===== src/rtl/com_cmd_parser.sv =====
// com_cmd_parser: parses ASCII "S<a><h><l>" write commands from uart_rx into the DATA_IN register bank.
// Define CMD_ACK_EN to build the one-entry ack byte output ('K' on commit, '?' on error).
module com_cmd_parser #(
  parameter int NREG        = 4,
  parameter int TIMEOUT_CYC = 3125
) (
  input  logic            CLK,
  input  logic            RST_N,
  input  logic            RX_VALID,
  input  logic [7:0]      RX_DATA,
  output logic [7:0]      DATA_IN0,
  output logic [7:0]      DATA_IN1,
  output logic [7:0]      DATA_IN2,
  output logic [7:0]      DATA_IN3,
  output logic [NREG-1:0] WR_STROBE,
  output logic            ERR,
  output logic            ACK_VALID,
  output logic [7:0]      ACK_DATA,
  input  logic            ACK_READY
);

  localparam int TW = (TIMEOUT_CYC > 1) ? $clog2(TIMEOUT_CYC) : 1;
  localparam logic [TW-1:0] TMAX = TW'(TIMEOUT_CYC - 1);
  localparam logic [7:0] ADDR_END = 8'(8'h30 + NREG);

  typedef enum logic [2:0] {S_IDLE, S_ADDR, S_HI, S_LO, S_TERM} state_t;

  state_t          r_state, w_next;
  logic [TW-1:0]   r_timer;
  logic [3:0]      r_addr, r_hi, r_lo;
  logic [7:0]      r_data [NREG];
  logic [NREG-1:0] r_wr, w_wr;
  logic            r_err;
  logic            w_commit, w_err, w_tmo, w_ld_addr, w_ld_hi, w_ld_lo;

  function automatic logic is_start(input logic [7:0] b);
    return (b == 8'h53) || (b == 8'h73);
  endfunction

  function automatic logic is_hex(input logic [7:0] b);
    return (b >= 8'h30 && b <= 8'h39) || (b >= 8'h41 && b <= 8'h46) ||
           (b >= 8'h61 && b <= 8'h66);
  endfunction

  // Letters 'A'..'F' / 'a'..'f' both carry 1..6 in the low nibble.
  function automatic logic [3:0] hex_nib(input logic [7:0] b);
    if (b <= 8'h39) return b[3:0];
    return b[3:0] + 4'd9;
  endfunction

  always_comb begin
    w_next    = r_state;
    w_commit  = 1'b0;
    w_err     = 1'b0;
    w_ld_addr = 1'b0;
    w_ld_hi   = 1'b0;
    w_ld_lo   = 1'b0;
    w_tmo     = (r_state != S_IDLE) && (r_timer == TMAX);
    if (RX_VALID) begin
      case (r_state)
        S_IDLE: if (is_start(RX_DATA)) w_next = S_ADDR;
        S_ADDR: begin
          if (RX_DATA >= 8'h30 && RX_DATA < ADDR_END) begin
            w_ld_addr = 1'b1;
            w_next    = S_HI;
          end else begin
            w_err  = 1'b1;
            w_next = S_IDLE;
          end
        end
        S_HI: begin
          if (is_hex(RX_DATA)) begin
            w_ld_hi = 1'b1;
            w_next  = S_LO;
          end else begin
            w_err  = 1'b1;
            w_next = S_IDLE;
          end
        end
        S_LO: begin
          if (is_hex(RX_DATA)) begin
            w_ld_lo = 1'b1;
            w_next  = S_TERM;
          end else begin
            w_err  = 1'b1;
            w_next = S_IDLE;
          end
        end
        S_TERM: begin
          if (RX_DATA == 8'h0A || RX_DATA == 8'h0D) begin
            w_commit = 1'b1;
            w_next   = S_IDLE;
          end else if (is_start(RX_DATA)) begin
            w_commit = 1'b1;
            w_next   = S_ADDR;
          end else begin
            w_err  = 1'b1;
            w_next = S_IDLE;
          end
        end
        default: w_next = S_IDLE;
      endcase
    end else if (w_tmo) begin
      // An idle line ends the frame: a complete command commits, a partial one is an error.
      w_next = S_IDLE;
      if (r_state == S_TERM) w_commit = 1'b1;
      else                   w_err    = 1'b1;
    end
  end

  always_comb begin
    w_wr = '0;
    for (int k = 0; k < NREG; k++) w_wr[k] = w_commit && (r_addr == 4'(k));
  end

  always_ff @(posedge CLK or negedge RST_N) begin
    if (!RST_N) begin
      r_state <= S_IDLE;
      r_timer <= '0;
      r_addr  <= '0;
      r_hi    <= '0;
      r_lo    <= '0;
      r_wr    <= '0;
      r_err   <= 1'b0;
      for (int k = 0; k < NREG; k++) r_data[k] <= 8'h00;
    end else begin
      r_state <= w_next;
      if (RX_VALID || r_state == S_IDLE) r_timer <= '0;
      else if (r_timer != TMAX)          r_timer <= r_timer + 1'b1;
      if (w_ld_addr) r_addr <= RX_DATA[3:0];
      if (w_ld_hi)   r_hi   <= hex_nib(RX_DATA);
      if (w_ld_lo)   r_lo   <= hex_nib(RX_DATA);
      r_wr  <= w_wr;
      r_err <= w_err;
      for (int k = 0; k < NREG; k++)
        if (w_wr[k]) r_data[k] <= {r_hi, r_lo};
    end
  end

  assign WR_STROBE = r_wr;
  assign ERR       = r_err;

  // Registers beyond the four dedicated ports have no output pins.
  always_comb begin
    DATA_IN0 = r_data[0];
    DATA_IN1 = 8'h00;
    DATA_IN2 = 8'h00;
    DATA_IN3 = 8'h00;
    if (NREG > 1) DATA_IN1 = r_data[1];
    if (NREG > 2) DATA_IN2 = r_data[2];
    if (NREG > 3) DATA_IN3 = r_data[3];
  end

`ifdef CMD_ACK_EN
  logic       r_ack_valid;
  logic [7:0] r_ack_data;

  // A new ack overwrites a pending one; the handshake only clears when nothing new arrives.
  always_ff @(posedge CLK or negedge RST_N) begin
    if (!RST_N) begin
      r_ack_valid <= 1'b0;
      r_ack_data  <= 8'h00;
    end else if (w_commit) begin
      r_ack_valid <= 1'b1;
      r_ack_data  <= 8'h4B;
    end else if (w_err) begin
      r_ack_valid <= 1'b1;
      r_ack_data  <= 8'h3F;
    end else if (r_ack_valid && ACK_READY) begin
      r_ack_valid <= 1'b0;
    end
  end

  assign ACK_VALID = r_ack_valid;
  assign ACK_DATA  = r_ack_data;
`else
  logic w_unused_ack_ready;
  assign w_unused_ack_ready = ACK_READY;
  assign ACK_VALID = 1'b0;
  assign ACK_DATA  = 8'h00;
`endif

endmodule


===== config.mk =====
export PLATFORM = sky130hd
export DESIGN_NAME = com_cmd_parser
export DESIGN_NICKNAME = d
export VERILOG_FILES = /design/src/rtl/com_cmd_parser.sv
export SDC_FILE = /design/constraint.sdc
export NUM_CORES = 1
export LEC_CHECK = 0
export ABC_AREA = 1
export CAP_MARGIN = 20
export CORE_MARGIN = 2
export CORE_UTILIZATION = 53
export DETAILED_ROUTE_END_ITERATION = 10
export PLACE_DENSITY = 0.8
export SLEW_MARGIN = 20
export SYNTH_ARGS = -nofsm -noshare
export SYNTH_HDL_FRONTEND = slang
export SYNTH_SLANG_ARGS = --single-unit

===== constraint.sdc =====
create_clock -name CLK -period 1.8 [get_ports CLK]
set_input_delay 0.27 -clock CLK [delete_from_list [all_inputs] [get_ports CLK]]
set_output_delay 0.27 -clock CLK [all_outputs]
set_load 0.005 [all_outputs]

==> images/met1.png <==
The bar under the picture is 20 um long. Supply wires on this layer in grey.
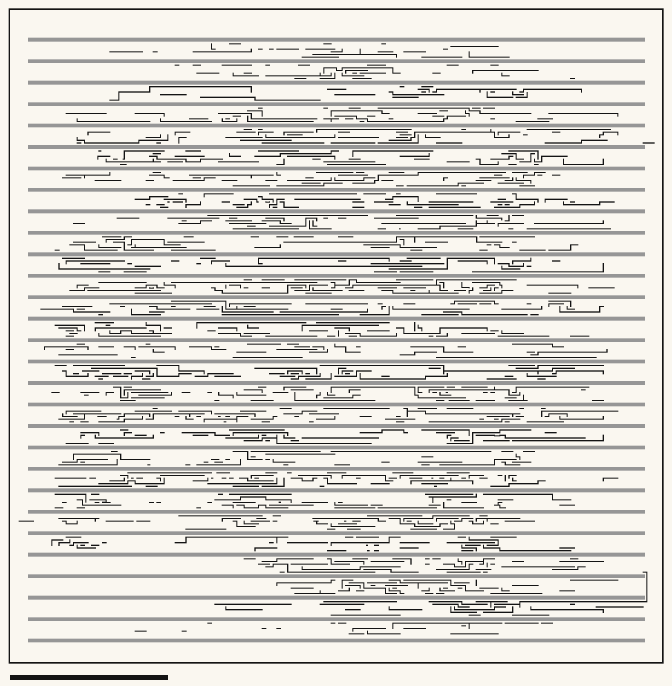
- wire length on this layer: 3,510 um
- main direction: horizontal
M1 GR Usage: 31.0%
final wirelength: 8.74 mm
vias: 3,173

==> images/met2.png <==
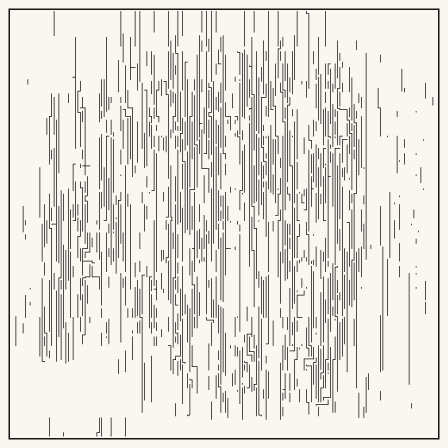
- main direction: vertical
- longest straight run: 39.8 um
- share of all routed wire: 51%

==> images/met3.png <==
The bar under the picture is 20 um long. Cells faint in the background.
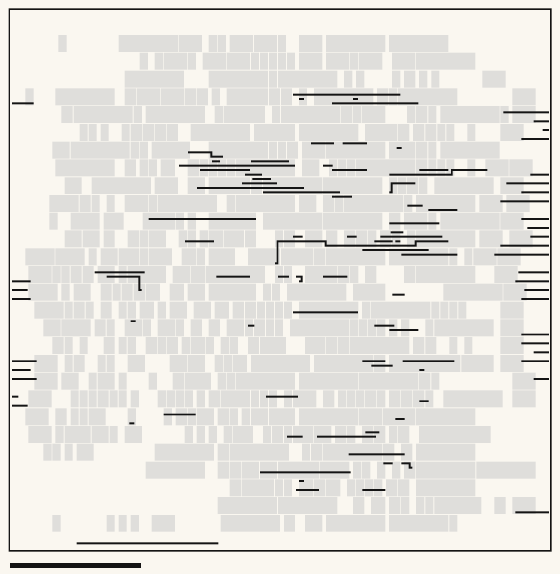
- nets with wire on the layer: 80
- share of all routed wire: 5.7%
- main direction: horizontal
- wire length on this layer: 496 um
GR Util met3: 6.30%

==> reports/qor.csv <==
stage;metric;value;unit
cts;Clock Sinks;64;
routing;wire length on met3;496;um
worst_setup_path;crit-path leading delay family;simple AND/OR/NAND/NOR gates;
yosys;Post-synth EDFFs;0;
routing;Detail Route Antenna Nets;0;
routing;drt first pass iters;5;
floorplanning;core area;5960;um2
yosys;Mapped Area;3280;um2
global_routing;GRT Total Usage;24.7;%
yosys;Yosys warnings;0;
floorplanning;Die X;82.6;um
yosys;Cells after Synth;407;
job;OpenROAD warnings;33;
worst_setup_path;most used cell along the critical path;nor2_4;
worst_setup_path;max incr delay on CP;420;ps
cts;clk_lat worst skew;340;ps
cells_and_area;Util after Layout;74.6;%
yosys;Synth Flop Type;dfrtp_1;
hold_path;HP Class;input pin to flop;
worst_setup_path;worst-path maximum fanout;8;
routing;DR WL/cell;15.2;um
global_routing;largest net degree at the start of global routing;65;
placed_design;IO Port Bufs;47;
floorplanning;Site Rows;28;
yosys;Yosys chip area;3280;um2
power;Peak VDD IR;707;uV
routing;top layer in use;met4;
worst_setup_path;WP data required;2080;ps
final_timing;fmax;558;MHz
global_routing;antenna violations before repair;0;
worst_setup_path;Crit Reg-Reg Startpoint;r_timer[0];
final_timing;Fin. Hold Viols;0;
cells_and_area;Final #Nets;516;
cts;clk buf depth;2;
floorplanning;chip area;6830;um2
yosys;yosys cell count;407;
routing;drt first-iter violations;280;
worst_setup_path;Critical Path AT;2070;ps
routing;routed wire length on met2;4.46;mm
yosys;Post-synth seq share;48.9;%
final_timing;setup ws final;8.92;ps
final_timing;WHS;439;ps
routing;DRT met1 WL;3.51;mm
cells_and_area;# diodes;0;
global_routing;global route overflow;0;
placed_design;post-DP HPWL;5.55;mm
cells_and_area;Area Growth Syn to Fin;35.6;%
yosys;ys async rst share;100;%
cts;CTS Buf Count;9;
cells_and_area;share of layout cells above drive strength 1;18.9;%
global_routing;first-pass GRT wire length;12.7;mm
routing;residual DRC count;0;
worst_setup_path;crit end category;flop;
status;run status;finished, final reports clean;
final_timing;max-slew violation count;0;
final_timing;clock skew;15.9;ps
floorplanning;die height;82.6;um
global_routing;vias in the first global route;2796;
worst_setup_path;buffers plus inverters on the worst setup path;3;
cts;CTS tree;done;
final_timing;final worst-path cycle share;99.5;%
power;Lkg Pwr;2.28;nW
floorplanning;Top Ports;58;
hold_path;HP Start;RX_DATA[1];
placed_design;gpl congestion;0.914;
floorplanning;Initial Utilization;55.0;%
final_timing;Final Setup Violations;0;
worst_setup_path;critical path class;flop to flop;
cts;Worst-path clk slew;80;ps
yosys;synthesis-stage register bit count;64;
cts;CTS H-Tree Depth;3;
routing;Vias/cell;5.50;
placed_design;pre-CTS WS;-430;ps
cts;CTS Root Cell;clkbuf_8;
yosys;number of distinct library cells after synthesis;29;
power;pwr/cell area;846;nW/um2
yosys;syn avg cell area;8.05;um2
final_timing;post-route minimum period;1790;ps
worst_setup_path;crit start category;flop;
worst_setup_path;CP startpoint;r_timer[0];
## layout by cell type (no fill, tap or decap), drive strengths merged
master	instances
nand2	142
dfrtp	64
nand3	64
clkdlybuf4s50	44
buf	38
inv	38
nor2	25
o21ai	19
nor3	14
clkbuf	11
conb	9
a21oi	7
ha	7
clkinv	5
nand4	3
xor2	3
bufinv	2
dlymetal6s2s	2
nor4	1
a211oi	1
a21o	1
xnor2	1
dlygate4sd3	1
## final cells by class
class	count	area, um2	share of cell area, %
sequential	64	1600	36.0
multi-input combinational	297	1530	34.5
timing repair buffer	87	850	19.1
inverter	38	148	3.32
clock buffer	9	124	2.79
clock inverter	7	96.3	2.17
tap	75	93.8	2.11
## power by group
part           leakage (nW)  switching, mW  internal (mW)
logic                  1.28          0.431          0.281
registers             0.890          0.144           1.53
clock network         0.113          0.593          0.782
total                  2.28           1.17           2.59
## final timing paths
path	to	slack, ps	depth (start not counted)
max	DATA_IN3[1]	9	11
min	r_addr[1]	440	4
max reg2reg	DATA_IN3[1]	9	11
min reg2reg	r_addr[3]	470	2
max in group asynchronous	r_timer[9]	1060	3
min in group asynchronous	DATA_IN1[3]	460	3
## synth_stat cells (2+ instances only)
cell type / instances / area, um2
nand2_1: 137 / 514
nand4_1: 3 / 18.8
nor2_4: 2 / 22.5
ha_1: 7 / 87.6
nor2_2: 3 / 18.8
a21oi_1: 7 / 35.0
buf_6: 4 / 45.0
nand3_2: 4 / 40.0
dfrtp_1: 64 / 1600
xor2_1: 3 / 26.3
nand3_1: 60 / 300
buf_4: 10 / 75.1
nor3_1: 11 / 55.1
nand2_2: 4 / 25.0
inv_2: 5 / 18.8
nor2_1: 20 / 75.1
o21ai_0: 19 / 95.1
inv_1: 32 / 120
nor3_2: 2 / 20.0
## tightest hold or removal path: stages
cell and delay (ps):
dlymetal6s2s_1 180, inv_2 100, buf_4 110, o21ai_0 70
## stage by stage
stage	setup TNS (ps)	total power [mW]	instances	cell area, um2
CTS	0	3.65	569	4240
global placement	-10600	2.27	552	4000
floorplan	0	2.04	415	3310
global route	-759	3.93	577	4440
finish	0	3.76	577	4440
detailed placement	-14660	2.29	552	4000
## sequential cells by signal (all words and copies together), names as in the netlist
| name | cells |
|---|---|
| r_state | 3 |
| DATA_IN2 | 8 |
| r_addr | 4 |
| DATA_IN3 | 8 |
| WR_STROBE | 4 |
| DATA_IN1 | 8 |
| DATA_IN0 | 8 |
| r_hi | 4 |
| r_lo | 4 |
| ERR | 1 |
| r_timer | 12 |
## logic make-up after synthesis
| group | synth area share (%) |
|---|---|
| buffers and inverters | 8.40 |
| other | 0.114 |
| AOI/OAI and AO/OA | 4.43 |
| xor gates and xnor gates | 1.07 |
| and+or+nand+nor | 34.5 |
| DFF | 48.9 |
| adders and majority gates | 2.67 |
## layer usage
metal  global-route usage [%]  vias to the layer above
met2                     40.9                      144
met5                        0                        -
met1                     31.0                     1521
met3                     6.30                       32
li1                         -                     1476
met4                     9.84                        0
## timing repair
item,4_1_cts,5_1_grt
buffers inserted,0,5
pin swaps,0,13
endpoints found under the setup margin,16,46
gates resized,4,24
hold buffers,1,0
endpoints found under the hold margin,64,0
gates cloned,0,3
Power and IR drop assume default switching activity.
